==> config.mk <==
export PLATFORM = sky130hd
export DESIGN_NAME = branch_predictor
export DESIGN_NICKNAME = d
export VERILOG_FILES = /design/src/rtl/branch_predictor.sv
export SDC_FILE = /design/constraint.sdc
export NUM_CORES = 1
export LEC_CHECK = 0
export CORE_UTILIZATION = 55
export CTS_CLUSTER_SIZE = 12
export DETAILED_ROUTE_END_ITERATION = 16
export PLACE_DENSITY = 0.78
export SLEW_MARGIN = 20
export SYNTH_ARGS = -nofsm -noshare
export SYNTH_HDL_FRONTEND = slang
export SYNTH_SLANG_ARGS = --single-unit
==> constraint.sdc <==
create_clock -name clk -period 6.76 [get_ports clk]
set_input_delay 1.014 -clock clk [delete_from_list [all_inputs] [get_ports clk]]
set_output_delay 1.014 -clock clk [all_outputs]
set_load 0.01 [all_outputs]
Figure 1. Floorplan with the power grid.
Bar = 100 um. Pins as bars on the die edge. Tap cells in grey.
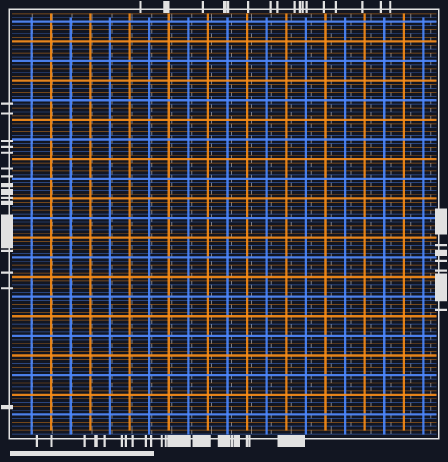
| net | colour |
|---|---|
| VSS | blue |
| VDD | orange |
rows: 107
met4 straps: 21
met5 straps: 21
signal pins: 171
met1 rails: 108
die width: 296 um
VDD IR max: 0.000241 V
Core ar.: 85500 um^2
die height: 296 um

Figure 2. Placed cells, one colour a class.
Bar = 100 um.
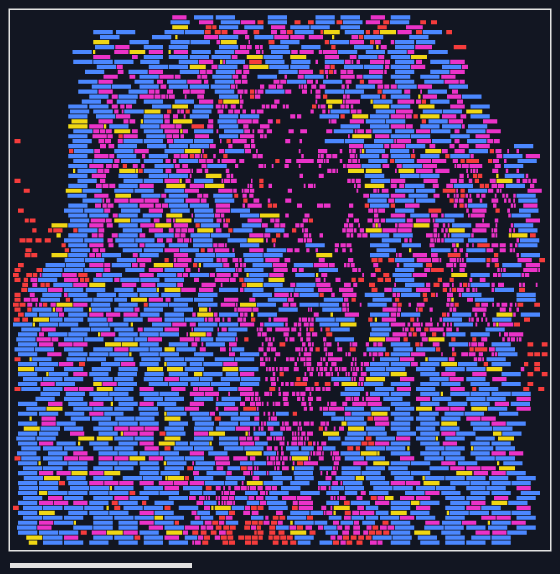
| class | colour | cells | share of their area |
|---|---|---|---|
| other buffers and delay cells | red | 321 | 5.6% |
| all other logic | magenta | 1539 | 31% |
| clock drivers and dummy loads | yellow | 197 | 6.5% |
| flip-flops | blue | 1040 | 57% |
flop share of the area: 55.9%
post-layout util: 64.0%
design area: 54800 um^2
FP Rows: 107

==> flow_metrics.py <==
# Synthesis and PnR figures
metrics = {
    "final_layout": {
        "drive_above_1_share_pct": 22.8,
        "num-clock-buffers": 164,
        "area_dominant_class": "flip-flops and latches",
        "diodes": 5,
        "area_growth_pct": 14.9,
        "sh_comb_area_pct": 29.6,
        "inv_count": 34,
        "regArea_um2": 30600,
    },
    "routing": {
        "detail-route-antenna-nets": 0,
        "drtPass1Iterations": 6,
        "met2_length_um": 72300,
        "route.met3.wl_um": 19900,
        "vias_per_cell": 7.14,
    },
    "power_and_ir_drop": {
        "finalPower_mw": 14.2,
        "switching_share_pct": 23.3,
        "intPower_mw": 10.9,
        "power.switching_mw": 3.30,
    },
    "floorplan": {
        "ioPinCount": 171,
    },
    "synth": {
        "synth.comb.largest_family": "multiplexers",
        "mux_share_pct": 20.9,
        "synth_top_cell_by_count": "edfxtp_1",
        "yosys_warnings": 0,
        "edf_count": 976,
        "synth.lib_cells_used.distinct": 91,
        "ff_type": "edfxtp_1",
        "fa_ha_area_share_pct": 0.131,
        "synthAoiAreaFrac_pct": 5.12,
        "yosys.area.top_type": "edfxtp_1",
    },
    "global_routing": {
        "grt_use_met2_pct": 55.3,
    },
    "clock_tree": {
        "clock-sinks": 1040,
        "root_buffer": "clkbuf_16",
    },
    "final_timing": {
        "tns_ns": 0,
        "max_freq_mhz": 156,
        "setup_ws_ns": 0.369,
        "holdWs_ns": 0.480,
        "fin_crit_sh_pct": 94.5,
    },
    "run_status": {
        "status": "completed",
    },
    "flow_run": {
        "maxCapViolCount": 0,
    },
}
==> critical path, cell delays in order <==
cell	delay, ns
buf_8	0.40
buf_4	0.56
mux4_2	0.58
mux2i_1	0.18
xnor2_1	0.17
a21bo_2	0.26
or3_1	0.31
a211oi_1	0.32
nand4_1	0.19
buf_4	0.35
mux2_1	0.44
clkdlybuf4s50_1	0.50
==> power by group through the flow <==
| stage | Combinational, mW | Clock, mW | Sequential [mW] |
|---|---|---|---|
| finish | 1.30 | 5.78 | 7.09 |
| detailed placement | 1.27 | 0 | 7.22 |
| global placement | 1.25 | 0 | 7.22 |
| floorplan | 0.700 | 0 | 7.21 |
| CTS | 1.28 | 5.81 | 7.09 |
| global route | 1.35 | 6.05 | 7.09 |
Power figures rest on the tool's default switching activity, not on a simulated workload.
